[src/rtl/tribus_frame_rx.sv]
// tribus_frame_rx: serial frame receiver for a shared single-wire tristate bus.
//   Frame format: start(0), DATA_W data bits LSB first, even parity, stop(1).
//   Received words (with parity/framing flags) are queued in a 2-entry FIFO.
// Ports:
//   CLK    in   clock, rising edge
//   RSTN   in   asynchronous active-low reset
//   BUS    in   tristate bus wire (0/1/Z)
//   DOUT   out  head-of-FIFO data word
//   DPERR  out  head word parity error (qualified by DVALID)
//   DFERR  out  head word framing error (qualified by DVALID)
//   DVALID out  FIFO non-empty
//   DREADY in   consumer accepts head word when DVALID & DREADY
//   OVF    out  1-cycle pulse: frame completed while FIFO full, word dropped
//   BUSY   out  receiver FSM not idle
module tribus_frame_rx #(
  parameter int DATA_W  = 8,
  parameter int BIT_CYC = 8
) (
  input  logic              CLK,
  input  logic              RSTN,
  input  logic              BUS,
  output logic [DATA_W-1:0] DOUT,
  output logic              DPERR,
  output logic              DFERR,
  output logic              DVALID,
  input  logic              DREADY,
  output logic              OVF,
  output logic              BUSY
);
  localparam int CW = (BIT_CYC > 1) ? $clog2(BIT_CYC) : 1;
  localparam int IW = (DATA_W > 1) ? $clog2(DATA_W) : 1;
  localparam int EW = DATA_W + 2;
  typedef enum logic [2:0] {IDLE, START, DATA, PAR, STOP, BRK} state_t;
  state_t            state_q, state_d;
  logic              keep_q, keep_d, s1_q, s2_q, prev_q;
  logic [CW-1:0]     cyc_q, cyc_d;
  logic [IW-1:0]     idx_q, idx_d;
  logic [DATA_W-1:0] data_q, data_d;
  logic              perr_q, perr_d;
  logic              last, push, pop, full, wr;
  logic [EW-1:0]     mem_q [2];
  logic [EW-1:0]     mem_d [2];
  logic              wp_q, wp_d, rp_q, rp_d;
  logic [1:0]        cnt_q, cnt_d;
  logic              ovf_q, ovf_d;
  // Bus keeper: follow a driven level, hold the last one while the bus floats.
  assign keep_d = (BUS === 1'b0 || BUS === 1'b1) ? BUS : keep_q;
  assign last   = cyc_q == CW'(BIT_CYC - 1);
  always_comb begin
    state_d = state_q;
    cyc_d   = cyc_q + 1'b1;
    idx_d   = idx_q;
    data_d  = data_q;
    perr_d  = perr_q;
    push    = 1'b0;
    case (state_q)
      IDLE: begin
        cyc_d = '0;
        if (prev_q && !s2_q) state_d = START;
      end
      START: if (cyc_q == CW'(BIT_CYC / 2 - 1)) begin
        state_d = s2_q ? IDLE : DATA;
        cyc_d   = '0;
        idx_d   = '0;
      end
      DATA: if (last) begin
        data_d = DATA_W'({s2_q, data_q} >> 1);
        cyc_d  = '0;
        idx_d  = idx_q + 1'b1;
        if (idx_q == IW'(DATA_W - 1)) state_d = PAR;
      end
      PAR: if (last) begin
        perr_d  = (^data_q) ^ s2_q;
        cyc_d   = '0;
        state_d = STOP;
      end
      STOP: if (last) begin
        push    = 1'b1;
        cyc_d   = '0;
        state_d = s2_q ? IDLE : BRK;
      end
      default: begin
        cyc_d = '0;
        if (s2_q) state_d = IDLE;
      end
    endcase
  end
  // A full FIFO still accepts a push when its head is popped in the same cycle.
  always_comb begin
    pop   = (cnt_q != 2'd0) && DREADY;
    full  = cnt_q == 2'd2;
    wr    = push && (!full || pop);
    ovf_d = push && full && !pop;
    mem_d = mem_q;
    if (wr) mem_d[wp_q] = {data_q, perr_q, ~s2_q};
    wp_d  = wp_q ^ wr;
    rp_d  = rp_q ^ pop;
    cnt_d = cnt_q + {1'b0, wr} - {1'b0, pop};
  end
  always_ff @(posedge CLK or negedge RSTN) begin
    if (!RSTN) begin
      state_q <= IDLE;
      keep_q  <= 1'b1;
      s1_q    <= 1'b1;
      s2_q    <= 1'b1;
      prev_q  <= 1'b1;
      cyc_q   <= '0;
      idx_q   <= '0;
      data_q  <= '0;
      perr_q  <= 1'b0;
      mem_q   <= '{default: '0};
      wp_q    <= 1'b0;
      rp_q    <= 1'b0;
      cnt_q   <= '0;
      ovf_q   <= 1'b0;
    end else begin
      state_q <= state_d;
      keep_q  <= keep_d;
      s1_q    <= keep_d;
      s2_q    <= s1_q;
      prev_q  <= s2_q;
      cyc_q   <= cyc_d;
      idx_q   <= idx_d;
      data_q  <= data_d;
      perr_q  <= perr_d;
      mem_q   <= mem_d;
      wp_q    <= wp_d;
      rp_q    <= rp_d;
      cnt_q   <= cnt_d;
      ovf_q   <= ovf_d;
    end
  end
  assign DVALID                = cnt_q != 2'd0;
  assign {DOUT, DPERR, DFERR}  = DVALID ? mem_q[rp_q] : '0;
  assign OVF                   = ovf_q;
  assign BUSY                  = state_q != IDLE;
endmodule
[config.mk]
export PLATFORM = sky130hd
export DESIGN_NAME = tribus_frame_rx
export DESIGN_NICKNAME = d
export VERILOG_FILES = /design/src/rtl/tribus_frame_rx.sv
export SDC_FILE = /design/constraint.sdc
export NUM_CORES = 1
export LEC_CHECK = 0
export CORE_ASPECT_RATIO = 0.75
export CORE_MARGIN = 4
export CORE_UTILIZATION = 35
export DETAILED_ROUTE_END_ITERATION = 8
export GPL_TIMING_DRIVEN = 0
export PLACE_DENSITY = 0.54
export SYNTH_ARGS = -nofsm -noshare
export SYNTH_HDL_FRONTEND = slang
export SYNTH_SLANG_ARGS = --single-unit
[constraint.sdc]
create_clock -name CLK -period 2.1 [get_ports CLK]
set_input_delay 0.525 -clock CLK [delete_from_list [all_inputs] [get_ports CLK]]
set_output_delay 0.525 -clock CLK [all_outputs]
set_load 0.02 [all_outputs]
Figure 1. Clock distribution.
Scale bar: 20 µm.
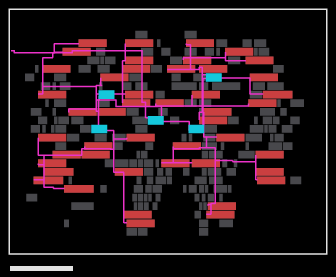
cells driving clock nets: in cyan, count 5. flip-flops: in red, count 46. clock wires: in magenta, length 547 µm.
There are 6 routed clock nets.

Figure 2. Metal layers overlaid.
Scale bar: 20 µm. Only two layers are drawn.
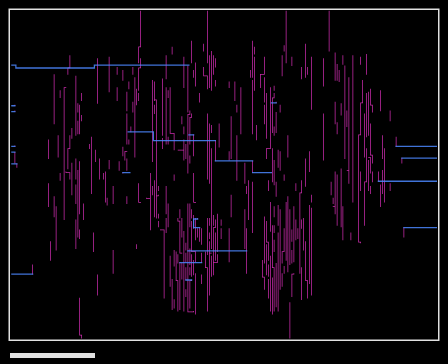
met3: in blue, wire length 154 µm. met2: in magenta, wire length 2,000 µm.
Via Count: 1,438
gr usage total: 12.4%

==> results.txt <==
most frequent logic cell in the layout: dfrtp_1
Syn Inst Count: 184
syn nets: 199
Leak Pwr: 1.36 nW
RSZ-0062 raised after global routing: true
Rel. slew slack: 68.5%
worst slew pin tran: 0.472 ns
GRT Residual Overflow: 0
maximum vdd drop: 340 µV
Crit-path slowest cell: ha_2
clock buffer depth: 2
clock-pin slew on the worst setup and hold paths: 0.09 ns
Die Area: 7730 µm²
synth warn: 0
TritonCTS clock tree: done
cells along the critical path: ha_1 > ha_1 > nand3_1 > nor2_1 > ha_2 > mux2_2
Clock H-tree levels: 2
Pwr Density: 939 nW/µm²
register share after synthesis: 51.7%
Comb area: 1010 µm²
cts bufs inserted: 5
Initial DRC Count: 25
Hold Vio Cnt, Final: 0
Ports: 17
Inserted Diodes: 0
Period minus WS final: 2.09 ns
wire length per cell: 15.4 µm
main flop type: dfrtp_1
Setup violations, final: 0
fin nets: 222
status: completed
final wirelength: 4.39 mm
Pre-Place Util: 37.2%
Root Buffer: clkbuf_8
max cap viols: 0
Yosys cell types: 38
Post-synth EDFFs: 0
Final TNS setup: 0 ns
vias in the first global route: 1,551
top cells, area: dfrtp_1 48%, mux2_2 10%, ha_1 6.2%
Setup CP Type: flip-flop to flip-flop
DR vias/cell: 5.03
Figure 3. Placement by cell class.
Fill, decap, tap and diode cells in gray.
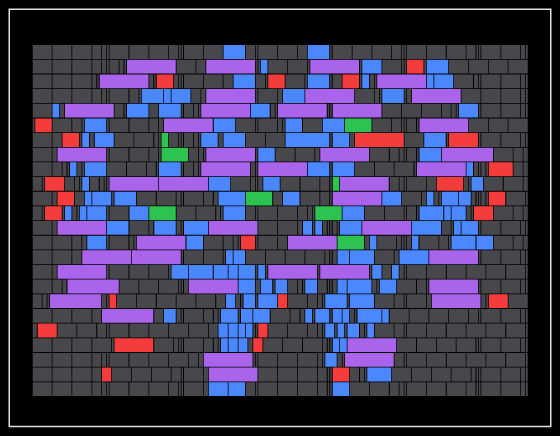
flip-flops: in purple, cells 46. all other logic: in blue, cells 129. other buffers and delay cells: in red, cells 25. clock drivers and dummy loads: in green, cells 8.
Util after Layout: 44.0%
Final Cell Area: 2640 µm²
standard-cell rows: 24
core area: 6010 µm²
flop share of the area: 43.8%

Figure 4. Clock wiring as the flow saved it.
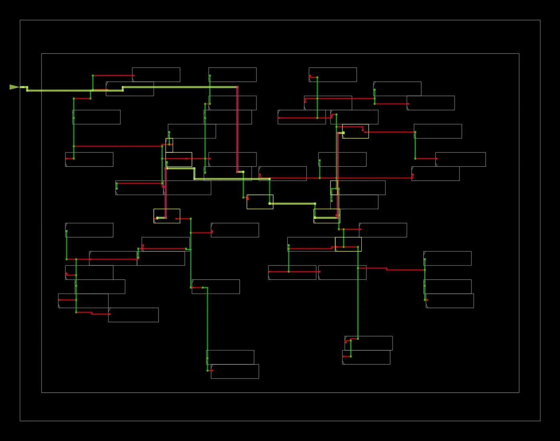
Clk power: 0.546 mW
Final Skew: 0.0113 ns
clock buf count: 8
flip-flops: 46
Clock Sinks: 46

-- sequential cells by signal (all words and copies together) (netlist names) --
signal,count
mem_q,20
data_q,8
cyc_q,3
idx_q,3
state_q,3
cnt_q,2
OVF,1
perr_q,1
prev_q,1
rp_q,1
s1_q,1
s2_q,1
wp_q,1
-- routing by layer --
layer | GRT usage (%) | wire length (µm) | share of wire (%) | up-vias
met5 | 0 | 0 | 0 | -
met4 | 3.77 | 42 | 0.96 | 0
met3 | 3.35 | 153 | 3.5 | 6
met2 | 19.0 | 2000 | 45 | 26
met1 | 17.0 | 2200 | 50 | 720
li1 | - | - | - | 686
-- area by class of cell --
type	instances	share of cell area (%)
Buffer	7	2.09
Clock buffer	8	3.41
Inverter	12	1.71
Multi-Input combinational cell	117	38.1
Sequential cell	46	43.8
Tap cell	78	3.70
Timing Repair Buffer	18	7.20
-- power by group --
part	switching, mW	internal, mW	total (mW)
Combinational	0.472	0.387	0.859
Clock	0.277	0.269	0.546
Sequential	0.0945	0.980	1.07
-- timing repair --
action	4_1_cts	5_1_grt
gates resized	19	6
setup endpoints to repair	31	21
gates cloned	0	1
pin swaps	0	0
-- cells in the mapped netlist, types with 2 or more instances --
library cell / n
a22o_1: 2
nand3_1: 2
mux2_1: 7
nor2b_1: 3
a31oi_1: 3
inv_1: 11
xor2_1: 3
a21oi_1: 3
xnor2_1: 6
a211o_1: 2
buf_2: 4
nand2_1: 5
mux2i_1: 13
and3_1: 2
clkbuf_1: 4
o21ai_0: 4
nor2_1: 15
ha_1: 11
dfstp_2: 3
nor3b_1: 2
mux2_2: 20
dfrtp_1: 43
-- per-stage QoR --
step / setup WS [ns] / power (mW) / cells
final: 0.00746 / 2.48 / 286
after global routing: -0.0855 / 2.64 / 286
after CTS: 0.0150 / 2.42 / 285
after detailed placement: -0.468 / 1.86 / 279
after global placement: -0.767 / 1.79 / 278
after floorplan: 0.142 / 1.60 / 184
-- worst paths after layout --
check | slack, ns | end | start | cells after the start
max | 0.007 | mem_q[12]$_DFFE_PN0P_ | cyc_q[0]$_DFF_PN0_ | 6
min in group CLK | 0.36 | s2_q$_DFF_PN1_ | s1_q$_DFF_PN1_ | 0
max in group asynchronous | 1.40 | s2_q$_DFF_PN1_ | RSTN | 2
min reg2reg | 0.36 | s2_q$_DFF_PN1_ | s1_q$_DFF_PN1_ | 0
max reg2reg | 0.007 | mem_q[12]$_DFFE_PN0P_ | cyc_q[0]$_DFF_PN0_ | 6
min | 0.14 | mem_q[14]$_DFFE_PN0P_ | RSTN | 1
-- cell families after synthesis --
| family | count (synthesis) | share of synthesized area, % |
|---|---|---|
| compound gates | 20 | 6.00 |
| xor+xnor | 10 | 4.54 |
| flops | 46 | 51.7 |
| fa+ha+maj | 11 | 6.17 |
| buf+inv | 21 | 3.92 |
| simple gates | 36 | 8.18 |
| mux | 40 | 19.5 |
Power figures rest on the tool's default switching activity, not on a simulated workload.
